`src/rtl/sensor_scheduler.sv`:
```
// sensor_scheduler: fires front/left ultrasonic sensors alternately, thresholds echo width
// into wall bits, debounces them, and strobes valid after each head+left round.
module sensor_scheduler #(
    parameter int TRIG_CYCLES    = 10,
    parameter int TIMEOUT_CYCLES = 1000,
    parameter int THRESH         = 200,
    parameter int DEB            = 2,
    parameter int CNT_W          = 16
) (
    input  logic clock,
    input  logic reset,
    input  logic enable,
    input  logic echo_head,
    input  logic echo_left,
    output logic trig_head,
    output logic trig_left,
    output logic head,
    output logic left,
    output logic valid,
    output logic timeout
);
    localparam int RW = $clog2(DEB + 1);

    typedef enum logic [2:0] {IDLE, TRIG, WAIT_RISE, MEASURE, DONE} state_t;

    state_t           state_q, state_d;
    logic [CNT_W-1:0] cnt_q, cnt_d;
    logic [CNT_W:0]   width;
    logic [2:0]       sh_q, sl_q;
    logic             sel_q, sample_q, sample_d, to_d, to_q, valid_q;
    logic             trig_h_q, trig_l_q;
    logic             echo_s, echo_rise, cnt_max;
    logic [1:0]       out_q, out_d, cand_q, cand_d;
    logic [RW-1:0]    run_q [2];
    logic [RW-1:0]    run_d [2];
    logic             o, c, streak, hit;
    logic [RW-1:0]    r;

    // Bit 1 of each shift register is the synchronized echo; bit 2 is its previous value.
    assign echo_s    = sel_q ? sl_q[1] : sh_q[1];
    assign echo_rise = echo_s & ~(sel_q ? sl_q[2] : sh_q[2]);
    assign cnt_max   = cnt_q == CNT_W'(TIMEOUT_CYCLES - 1);
    assign width     = {1'b0, cnt_q} + (CNT_W + 1)'(1);

    always_comb begin
        state_d  = state_q;
        sample_d = sample_q;
        to_d     = 1'b0;
        case (state_q)
            IDLE:      if (enable) state_d = TRIG;
            TRIG:      if (cnt_q == CNT_W'(TRIG_CYCLES - 1)) state_d = WAIT_RISE;
            WAIT_RISE: if (echo_rise) state_d = MEASURE;
                       else if (cnt_max) begin
                           sample_d = 1'b0;
                           to_d     = 1'b1;
                           state_d  = DONE;
                       end
            MEASURE:   if (!echo_s) begin
                           sample_d = width < (CNT_W + 1)'(THRESH);
                           state_d  = DONE;
                       end else if (cnt_max) begin
                           sample_d = 1'b0;
                           to_d     = 1'b1;
                           state_d  = DONE;
                       end
            DONE:      state_d = enable ? TRIG : IDLE;
            default:   state_d = IDLE;
        endcase
        cnt_d = (state_d != state_q) ? '0 : ((&cnt_q) ? cnt_q : cnt_q + 1'b1);
    end

    // The run counter only ever counts consecutive samples that disagree with the output.
    assign o      = out_q[sel_q];
    assign c      = cand_q[sel_q];
    assign r      = run_q[sel_q];
    assign streak = sample_q == c;
    assign hit    = streak ? (r == RW'(DEB - 1)) : (DEB == 1);

    always_comb begin
        out_d  = out_q;
        cand_d = cand_q;
        run_d  = run_q;
        if (state_q == DONE) begin
            if (sample_q == o) run_d[sel_q] = '0;
            else begin
                cand_d[sel_q] = sample_q;
                run_d[sel_q]  = hit ? '0 : (streak ? r + 1'b1 : RW'(1));
                out_d[sel_q]  = hit ? sample_q : o;
            end
        end
    end

    always_ff @(negedge clock or negedge reset) begin
        if (!reset) begin
            state_q  <= IDLE;
            cnt_q    <= '0;
            sh_q     <= '0;
            sl_q     <= '0;
            sel_q    <= 1'b0;
            sample_q <= 1'b0;
            out_q    <= '0;
            cand_q   <= '0;
            run_q    <= '{default: '0};
            trig_h_q <= 1'b0;
            trig_l_q <= 1'b0;
            valid_q  <= 1'b0;
            to_q     <= 1'b0;
        end else begin
            state_q  <= state_d;
            cnt_q    <= cnt_d;
            sh_q     <= {sh_q[1:0], echo_head};
            sl_q     <= {sl_q[1:0], echo_left};
            sel_q    <= (state_q == DONE) ? ~sel_q : sel_q;
            sample_q <= sample_d;
            out_q    <= out_d;
            cand_q   <= cand_d;
            run_q    <= run_d;
            trig_h_q <= (state_q == TRIG) && !sel_q;
            trig_l_q <= (state_q == TRIG) && sel_q;
            valid_q  <= (state_q == DONE) && sel_q;
            to_q     <= to_d;
        end
    end

    assign trig_head = trig_h_q;
    assign trig_left = trig_l_q;
    assign head      = out_q[0];
    assign left      = out_q[1];
    assign valid     = valid_q;
    assign timeout   = to_q;
endmodule

```
`config.mk`:
```
export PLATFORM = sky130hd
export DESIGN_NAME = sensor_scheduler
export DESIGN_NICKNAME = d
export VERILOG_FILES = /design/src/rtl/sensor_scheduler.sv
export SDC_FILE = /design/constraint.sdc
export NUM_CORES = 1
export LEC_CHECK = 0
export ABC_AREA = 1
export CORE_MARGIN = 8
export CORE_UTILIZATION = 63
export DETAILED_ROUTE_END_ITERATION = 10
export PLACE_DENSITY = 0.88
export SYNTH_ARGS = -nofsm -noshare
export SYNTH_HDL_FRONTEND = slang
export SYNTH_SLANG_ARGS = --single-unit
```
`constraint.sdc`:
```
create_clock -name clock -period 3.3 [get_ports clock]
set_input_delay 0.495 -clock clock [delete_from_list [all_inputs] [get_ports clock]]
set_output_delay 0.495 -clock clock [all_outputs]
set_load 0.1 [all_outputs]
```
==> run_1/m3.png <==
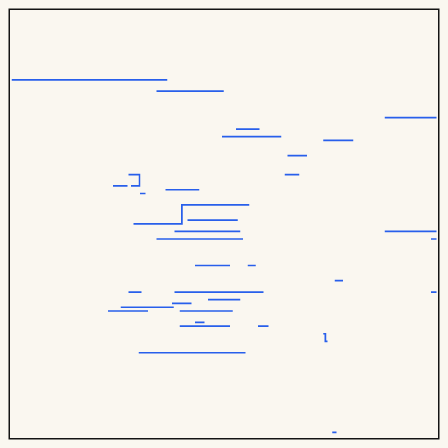
wire length on this layer: 250 um
nets with wire on the layer: 26

==> run_1/layers.png <==
Only two layers are drawn.
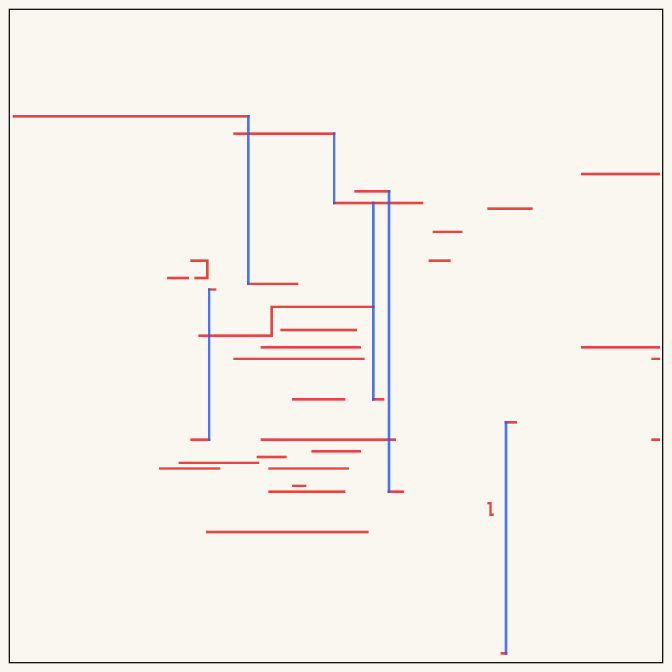
legend:
  M4:
    colour: blue
    wire_length: 131 um
  M3:
    colour: red
    wire_length: 250 um

==> run_1/congestion_map.png <==
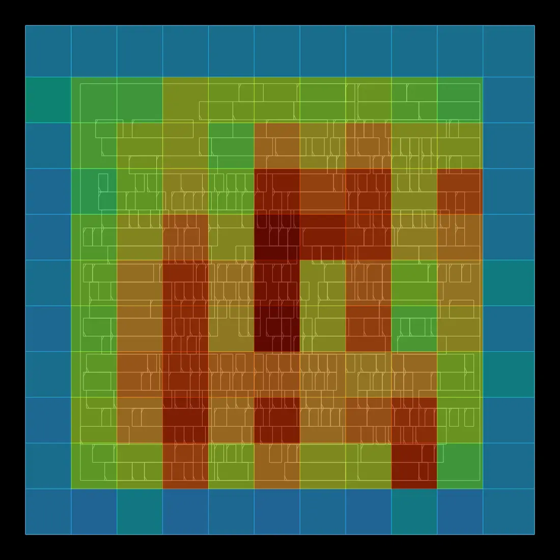
global-route layer with the greatest usage: met2
routing usage on met2: 34.92%

## run 1: kinds of logic after synthesis
| kind of cell | after synthesis |
|---|---|
| XOR/XNOR | 5 |
| adder cells (fa/ha/maj) | 3 |
| buffers and inverters | 41 |
| AND/OR/NAND/NOR | 203 |
| flip-flops | 39 |
| AND-OR/OR-AND | 24 |
## run 1: cells in the mapped netlist, drive strengths merged, types with 3 or more instances
master,count
nand2,102
dfrtn,39
xor2,5
buf,5
nor2,70
ha,3
o21ai,14
inv,36
nand4,4
nand3,24
a21oi,6
## run 1: report_power, final
| part | switching, uW | internal [uW] | total [uW] |
|---|---|---|---|
| sequential | 74.2 | 533 | 608 |
| clock | 172 | 225 | 397 |
| combinational | 363 | 209 | 573 |
| total | 610 | 967 | 1580 |
## run 1: layout make-up
class	count	share of cell area, %
Tap cell	48	2.257
Inverter	36	5.078
Multi-Input combinational cell	235	43.86
Clock buffer	5	2.586
Timing Repair Buffer	14	7.898
Sequential cell	39	36.67
Clock inverter	3	1.646
## run 1: flip-flops by register name (all words and copies together), names as in the netlist
register	count
trig_left	1
out_q	2
sl_q	3
sel_q	1
trig_head	1
valid	1
sample_q	1
run_q	4
timeout	1
cand_q	2
state_q	3
cnt_q	16
sh_q	3
## run 1: per-stage QoR
| step | TNS, ps | setup slack [ps] |
|---|---|---|
| 6_report | 0 | 156.5 |
| 5_1_grt | 0 | 94.79 |
| 4_1_cts | 0 | 156.8 |
| 3_5_place_dp | -1861 | -144.9 |
| 3_3_place_gp | -1040 | -83.71 |
| 2_1_floorplan | 0 | 177.4 |
## run 1: critical path, cell delays in order
cell	delay, ps
clkdlybuf4s50_1	460
nand2_1	80
nand2_1	90
nor2_1	40
nand3_1	60
nand2_1	90
nand2_4	100
buf_12	160
nor2_1	60
==> out/qor.csv, run 1 <==
metric;value;unit
synthAoiAreaFrac;5.968;%
post-route-cell-area;2661;um2
yosysTopAreaCellShare;41.94;%
logic_family;simple AND/OR/NAND/NOR gates;
cp.required;1790;ps
synth.cellmix.simpleShare;40.70;%
p_per_area;592.6;nW/um2
cap_violations;0;
worstPathMaxFanout;10;
yosysChipArea;2327;um2
synth_seq_share;41.94;%
avgSynthCellArea;7.388;um2
fin_nets;339;
reg2reg_to;cnt_q[6]$_DFFE_NN0P_;
fill_cells;303;
layout.area.comb;1167;um2
syn_area;2327;um2
maxSlewViolCount;0;
antenna_found_initial;0;
synth_cells;315;
reg2reg_depth;12;
hold-worst-slack;297.6;ps
ys_cells;315;
grt_start_max_net_pins;23;
synthArstFlopShare;100.0;%
dp.cells;372;
final_layout_size_suffix_gt1_share;15.36;%
topRoutingLayerUsed;met4;
ant_nets;0;
wl_met2;2899;um
wl_met3;249;um
status;finished clean;
grt_use_total;19.79;%
root_buffer;clkbuf_8;
register_area;975.9;um2
regToRegSetupSlack;1240;ps
ir_drop;0.4768;mV
post_cts_resized;0;
critPathArrivalTime;1640;ps
startpoint_type;primary input;
port_buffers;10;
dr.pass1.iters;4;
wl_met1;2232;um
placed_cell_area;2549;um2
wl;5513;um
met3_usage;4.895;%
==> run 2, diff against run 1 <==
CELL_PAD_IN_SITES_DETAIL_PLACEMENT = 1   (was default)
CELL_PAD_IN_SITES_GLOBAL_PLACEMENT = 2   (was default)
CORE_MARGIN = default   (was 8)
CORE_UTILIZATION = 38   (was 63)
PLACE_DENSITY = 0.9   (was 0.88)
==> out/qor.csv, run 2 <==
metric;value;unit
yosysMostFrequentCell;nand2_1;
syn_area;2327;um2
largest_reg_flops;16;
drt_iter0_markers;53;
cp.required;1800;ps
power;1664;uW
wl;5857;um
synthArstFlopShare;100.0;%
hold-worst-slack;320.0;ps
regToRegSetupSlack;1200;ps
yosysChipArea;2327;um2
reg2reg_depth;8;
ir_drop;0.3307;mV
status;finished clean;
grt.busiest_layer;met2;
cts_tree;done;
grt_start_max_net_pins;23;
ys_cells;315;
antenna_found_initial;0;
setup_tns;0;ps
p_comb_share;34.5;%
post_cts_resized;0;
sw_frac_of_total;37.26;%
synth_seq_share;41.94;%
root_buffer;clkbuf_8;
worstPathMaxFanout;5;
power_frac_seq;36.3;%
wl_met2;2753;um
dp.cells;399;
p_switching;620.2;uW
topRoutingLayerUsed;met4;
wl_met3;146;um
cap_violations;0;
largest_register;cnt_q;
synthTopCellsByCount;95 x nand2_1, 56 x nor2_1, 39 x dfrtn_1;
wire_per_inst;14.39;um
lay_top_cells;95 x nand2_1, 56 x nor2_1, 39 x dfrtn_1, 29 x inv_1, 23 x nand3_1;
avgSynthCellArea;7.388;um2
wl_met1;2854;um
ant_nets;0;
critPathLaunch;enable;
yosysTopAreaCellShare;41.94;%
grt_use_total;21.16;%
top_regs;cnt_q (16), run_q (4);
final_layout_size_suffix_gt1_share;15.36;%
met3_usage;4.773;%
critPathArrivalTime;1630;ps
clockPowerShare;29.1;%
gr-usage-met2;35.04;%
startpoint_type;primary input;
[run 2: cell count changes in the layout (fill, tap and decap cells not counted)]
cell / change
clkinv_2: -1
clkinv_4: -1
bufinv_16: +1
clkinvlp_4: +1
[run 2: kinds of logic (layout without fill, tap and decap cells)]
| family | Yosys count | count (layout) | share of synthesized area, % |
|---|---|---|---|
| xor+xnor | 5 | 5 | 1.882 |
| simple gates | 203 | 203 | 40.70 |
| compound gates | 24 | 24 | 5.968 |
| buf+inv | 41 | 58 | 7.903 |
| fa+ha+maj | 3 | 3 | 1.613 |
| flops | 39 | 39 | 41.94 |
[run 2: per-stage QoR]
step / instance area, um2 / setup slack, ps
floorplan: 2327 / 177.4
global placement: 2582 / -94.35
detailed placement: 2582 / -143.1
CTS: 2719 / 164.5
global route: 2719 / 117.6
finish: 2719 / 171.1
[run 2: critical path, cell delays in order]
cell and delay [ps]:
clkdlybuf4s50_1 400, nand2_1 110, nand4_2 130, nand2_1 90
nand2_1 80, nand2_4 100, buf_4 170, nor2_1 50
[run 2: power groups by stage]
| stage | Clock (uW) | Combinational, uW | Sequential (uW) |
|---|---|---|---|
| after floorplan | 0 | 400 | 624 |
| after CTS | 492 | 580 | 605 |
| after global routing | 517 | 630 | 617 |
| after global placement | 0 | 557 | 611 |
| after detailed placement | 0 | 578 | 613 |
| final | 485 | 575 | 604 |
[run 2: layout make-up]
type / count / area (um2) / share of cell area, %
clock buffer: 5 / 68.82 / 2.531
clock inverter: 3 / 67.56 / 2.485
inverter: 36 / 135.1 / 4.970
multi-input combinational: 235 / 1167 / 42.94
sequential: 39 / 975.9 / 35.90
tap: 75 / 93.84 / 3.451
timing repair buffer: 14 / 210.2 / 7.731
==> run_2/port_trees.png <==
Bar = 20 um.
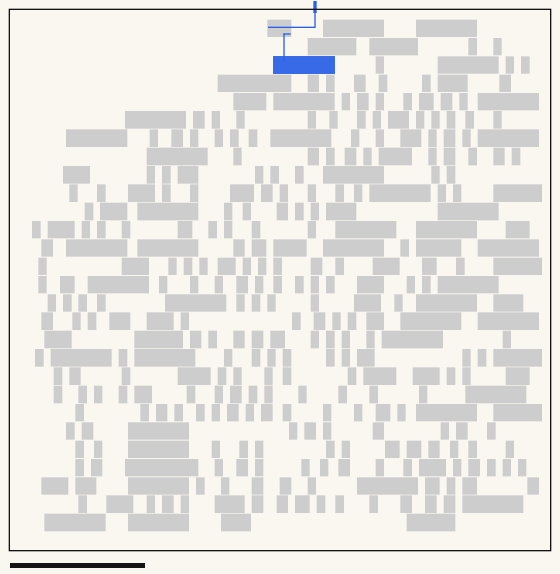
legend:
  echo_left:
    colour: blue
    direction: input
    end_cells: 1
    buffers: 1
    wire: 14.1 um

==> run_2/ff_map.png <==
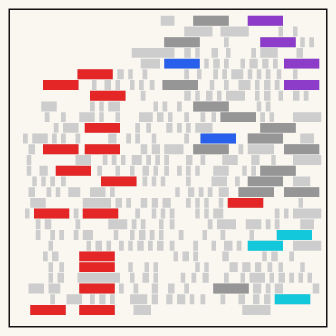
legend:
  cand_q:
    colour: blue
    flops: 2
  run_q:
    colour: purple
    flops: 4
    where: north-east
  state_q:
    colour: cyan
    flops: 3
  cnt_q:
    colour: red
    flops: 16
not coloured: 14

Power and IR drop assume default switching activity.
